==> images/final_placement.png <==
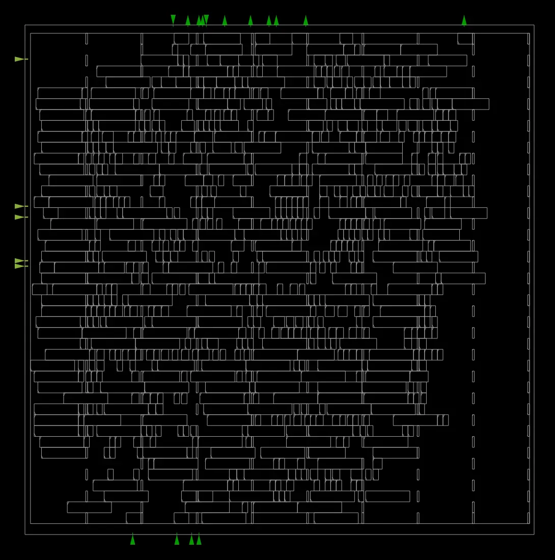
==> images/met3.png <==
Bar = 50 um.
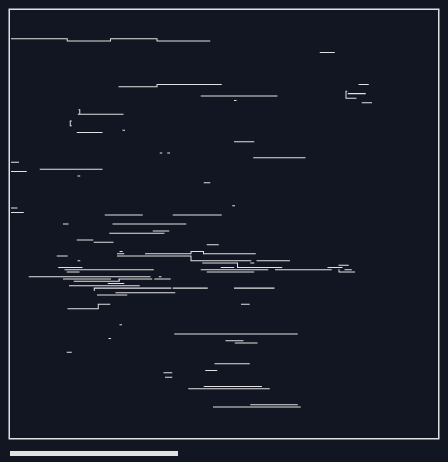
==> images/cell_classes.png <==
Fill, decap, tap and diode cells in grey.
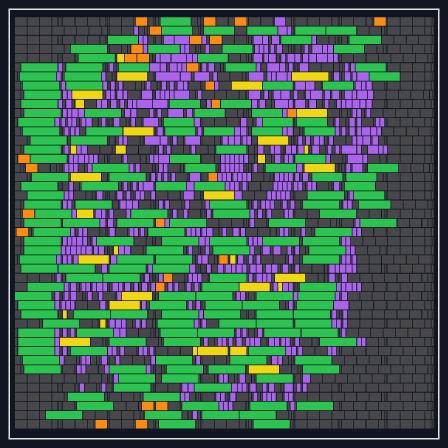
==> images/met2.png <==
Cells faint in the background.
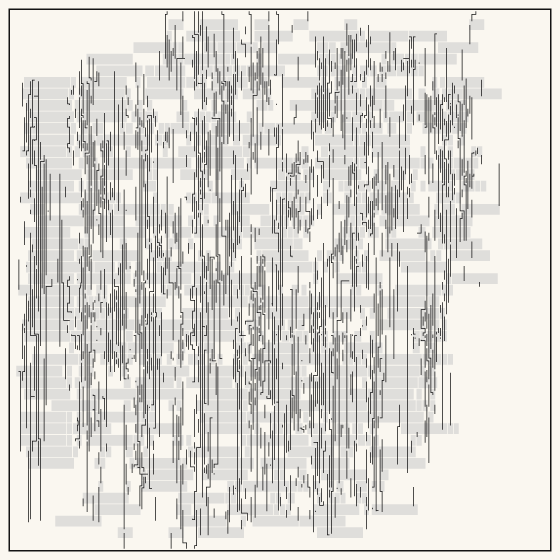
File: src/rtl/uart_tx_fifo.sv
// UART transmitter fed by a circular-buffer FIFO; queued words go out back-to-back.
// tx is registered and lags the FSM state by one cycle, so busy is registered the same way.
module uart_tx_fifo #(
    parameter int CLKS_PER_BIT = 868,
    parameter int DATA_BITS    = 8,
    parameter int PARITY       = 0,
    parameter int STOP_BITS    = 1,
    parameter int FIFO_DEPTH   = 16
) (
    input  logic                        clk,
    input  logic                        rst,
    input  logic                        tx_start,
    input  logic [DATA_BITS-1:0]        data_in,
    output logic                        ready,
    output logic                        overflow,
    output logic [$clog2(FIFO_DEPTH):0] fifo_cnt,
    output logic                        tx,
    output logic                        busy
);
    localparam int AW = $clog2(FIFO_DEPTH);
    localparam int CW = AW + 1;
    localparam int BW = $clog2(CLKS_PER_BIT);

    localparam logic [2:0] S_IDLE   = 3'd0;
    localparam logic [2:0] S_START  = 3'd1;
    localparam logic [2:0] S_DATA   = 3'd2;
    localparam logic [2:0] S_PARITY = 3'd3;
    localparam logic [2:0] S_STOP   = 3'd4;

    logic [DATA_BITS-1:0] mem [FIFO_DEPTH];
    logic [AW-1:0]        wr_ptr, rd_ptr;
    logic [CW-1:0]        cnt_next;
    logic [DATA_BITS-1:0] head;
    logic                 push, pop, fifo_empty;

    logic [2:0]           state;
    logic [BW-1:0]        baud;
    logic [3:0]           bit_idx;
    logic [DATA_BITS-1:0] shift;
    logic                 par;
    logic                 baud_done;

    assign push       = tx_start && ready;
    assign fifo_empty = (fifo_cnt == '0);
    assign head       = mem[rd_ptr];
    assign baud_done  = (baud == BW'(CLKS_PER_BIT - 1));

    // Pop from IDLE, or at the very end of the last stop bit so the next start bit follows with no gap.
    always_comb begin
        pop = 1'b0;
        if (!fifo_empty) begin
            if (state == S_IDLE)
                pop = 1'b1;
            else if (state == S_STOP && baud_done && bit_idx == 4'(STOP_BITS - 1))
                pop = 1'b1;
        end
        cnt_next = fifo_cnt + CW'(push) - CW'(pop);
    end

    always_ff @(posedge clk) begin
        if (push)
            mem[wr_ptr] <= data_in;
    end

    always_ff @(posedge clk or posedge rst) begin
        if (rst) begin
            wr_ptr   <= '0;
            rd_ptr   <= '0;
            fifo_cnt <= '0;
            ready    <= 1'b1;
            overflow <= 1'b0;
        end else begin
            if (push)
                wr_ptr <= wr_ptr + AW'(1);
            if (pop)
                rd_ptr <= rd_ptr + AW'(1);
            fifo_cnt <= cnt_next;
            ready    <= (cnt_next != CW'(FIFO_DEPTH));
            overflow <= tx_start && !ready;
        end
    end

    always_ff @(posedge clk or posedge rst) begin
        if (rst) begin
            state   <= S_IDLE;
            baud    <= '0;
            bit_idx <= '0;
            shift   <= '0;
            par     <= 1'b0;
        end else if (pop) begin
            shift   <= head;
            par     <= (PARITY == 2) ? ^head : ~^head;
            state   <= S_START;
            baud    <= '0;
            bit_idx <= '0;
        end else begin
            case (state)
                S_START: begin
                    if (baud_done) begin
                        state   <= S_DATA;
                        baud    <= '0;
                        bit_idx <= '0;
                    end else begin
                        baud <= baud + BW'(1);
                    end
                end
                S_DATA: begin
                    if (baud_done) begin
                        baud  <= '0;
                        shift <= shift >> 1;
                        if (bit_idx == 4'(DATA_BITS - 1)) begin
                            bit_idx <= '0;
                            state   <= (PARITY != 0) ? S_PARITY : S_STOP;
                        end else begin
                            bit_idx <= bit_idx + 4'd1;
                        end
                    end else begin
                        baud <= baud + BW'(1);
                    end
                end
                S_PARITY: begin
                    if (baud_done) begin
                        state   <= S_STOP;
                        baud    <= '0;
                        bit_idx <= '0;
                    end else begin
                        baud <= baud + BW'(1);
                    end
                end
                S_STOP: begin
                    if (baud_done) begin
                        baud <= '0;
                        if (bit_idx == 4'(STOP_BITS - 1))
                            state <= S_IDLE;
                        else
                            bit_idx <= bit_idx + 4'd1;
                    end else begin
                        baud <= baud + BW'(1);
                    end
                end
                default: state <= S_IDLE;
            endcase
        end
    end

    always_ff @(posedge clk or posedge rst) begin
        if (rst) begin
            tx   <= 1'b1;
            busy <= 1'b0;
        end else begin
            case (state)
                S_START:  tx <= 1'b0;
                S_DATA:   tx <= shift[0];
                S_PARITY: tx <= par;
                default:  tx <= 1'b1;
            endcase
            busy <= (state != S_IDLE) || !fifo_empty;
        end
    end
endmodule
File: config.mk
export PLATFORM = sky130hd
export DESIGN_NAME = uart_tx_fifo
export DESIGN_NICKNAME = d
export VERILOG_FILES = /design/src/rtl/uart_tx_fifo.sv
export SDC_FILE = /design/constraint.sdc
export NUM_CORES = 1
export LEC_CHECK = 0
export ABC_AREA = 1
export CAP_MARGIN = 20
export CORE_UTILIZATION = 50
export DETAILED_ROUTE_END_ITERATION = 10
export PLACE_DENSITY = 0.69
export SYNTH_ARGS = -nofsm -noshare
export SYNTH_HDL_FRONTEND = slang
export SYNTH_SLANG_ARGS = --single-unit
File: constraint.sdc
create_clock -name clk -period 3.41 [get_ports clk]
set_input_delay 0.682 -clock clk [delete_from_list [all_inputs] [get_ports clk]]
set_output_delay 0.682 -clock clk [all_outputs]
set_load 0.01 [all_outputs]
==> reports/summary.txt <==
final count of negative-setup-slack endpoints: 0
post-DP HPWL: 10.7 mm
antenna violations before repair: 0
Startpoint Class: register
clk_skew: 0.00785 ns
PostCTS Resize Cnt: 0
status: completed
CTS buffer count: 17
DR WL met3: 853 um
Root Buffer: clkbuf_16
CP dominant cell by count: nand2_1
RSZ-0062 raised after global routing: false
crit-path cells: inv_1 -> ha_1 -> nand2_1 -> nor2_1 -> nand2_2 -> o21bai_1 -> nand2_1 -> nor2_1 -> inv_1 -> nand2_1 -> ha_1 -> inv_1 -> fa_1 -> xnor2_1 -> nor4_1 -> nand2_1
Dominant combinational family: simple AND/OR/NAND/NOR gates
Hold Vio Cnt, Final: 0
# DRC: 0
dpl ws: 0.390 ns
Mapped Cells: 794
Ant. Diodes: 0
fraction of layout cells with a size suffix above 1: 7.64%
total chip power: 5.17 mW
synthesized area: 0.00784 mm^2
DR pass1 iterations: 5
tool warnings: 31
Cell Type Count: 42
## Picture notes: final_placement.png
final core utilization: 57.1%
Seq/total area: 56.5%
Seq cells: 171
Post-Layout Cell Count: 1,036
fill count: 1,279

## Picture notes: met3.png
longest straight run	36.3 um
share of all routed wire	5.3%
wire length on this layer	853 um
met3 GRT Util: 3.77%
Vias: 5,371
Total Wirelength: 16.0 mm

## Picture notes: cell_classes.png
class	colour	cells
other buffers and delay cells	orange	27
flip-flops	green	171
all other logic	purple	595
clock drivers and dummy loads	yellow	32
core area: 0.0153 mm^2
fin area: 0.00871 mm^2
num rows: 45

## Picture notes: met2.png
wire length on this layer	8,090 um
main direction	vertical
share of all routed wire	51%
M2 GR Usage: 37.4%

## worst paths after layout
check / from / endpoint / cells past startpoint
max in group asynchronous: rst / rd_ptr[0] / 3
min in group asynchronous: rst / busy / 2
hold / removal: shift[7] / shift[7] / 2
setup reg to reg: bit_idx[0] / ready / 16
setup / recovery: bit_idx[0] / ready / 16
hold reg to reg: shift[7] / shift[7] / 2
## cells by family (layout without fill, tap and decap cells)
family | Yosys count | in the layout
AND-OR/OR-AND | 54 | 54
AND/OR/NAND/NOR | 423 | 423
buffers and inverters | 117 | 148
flip-flops | 171 | 171
adder cells (fa/ha/maj) | 14 | 14
XOR/XNOR | 15 | 15
## worst reg2reg max path: stages (launching register included)
cell,delay [ns]
dfrtp_1,0.42
inv_1,0.08
ha_1,0.14
nand2_1,0.05
nor2_1,0.16
nand2_2,0.09
o21bai_1,0.20
nand2_1,0.10
nor2_1,0.18
inv_1,0.08
nand2_1,0.07
ha_1,0.16
inv_1,0.06
fa_1,0.39
xnor2_1,0.17
nor4_1,0.25
nand2_1,0.08
## area by class of cell
class | instances | area, um^2 | area share [%]
clock buffers | 25 | 479 | 5.50
clock inverters | 7 | 66.3 | 0.762
inverters | 89 | 337 | 3.87
multi-input cells | 506 | 2390 | 27.4
flip-flops and latches | 171 | 4920 | 56.5
well taps | 211 | 264 | 3.03
repair buffers | 27 | 250 | 2.87
## registers in the layout, indices dropped and copies added (netlist names)
register,flops
par,1
rd_ptr,4
busy,1
fifo_cnt,5
wr_ptr,4
mem,128
state,3
tx,1
baud,10
ready,1
overflow,1
shift,8
bit_idx,4
## report_power, final
part / leakage (nW) / internal (mW) / switching (mW) / total [mW]
Combinational: 1.70 / 0.276 / 0.507 / 0.783
Clock: 0.274 / 1.05 / 0.750 / 1.80
Sequential: 1.68 / 2.49 / 0.0949 / 2.58
Power figures rest on the tool's default switching activity, not on a simulated workload.
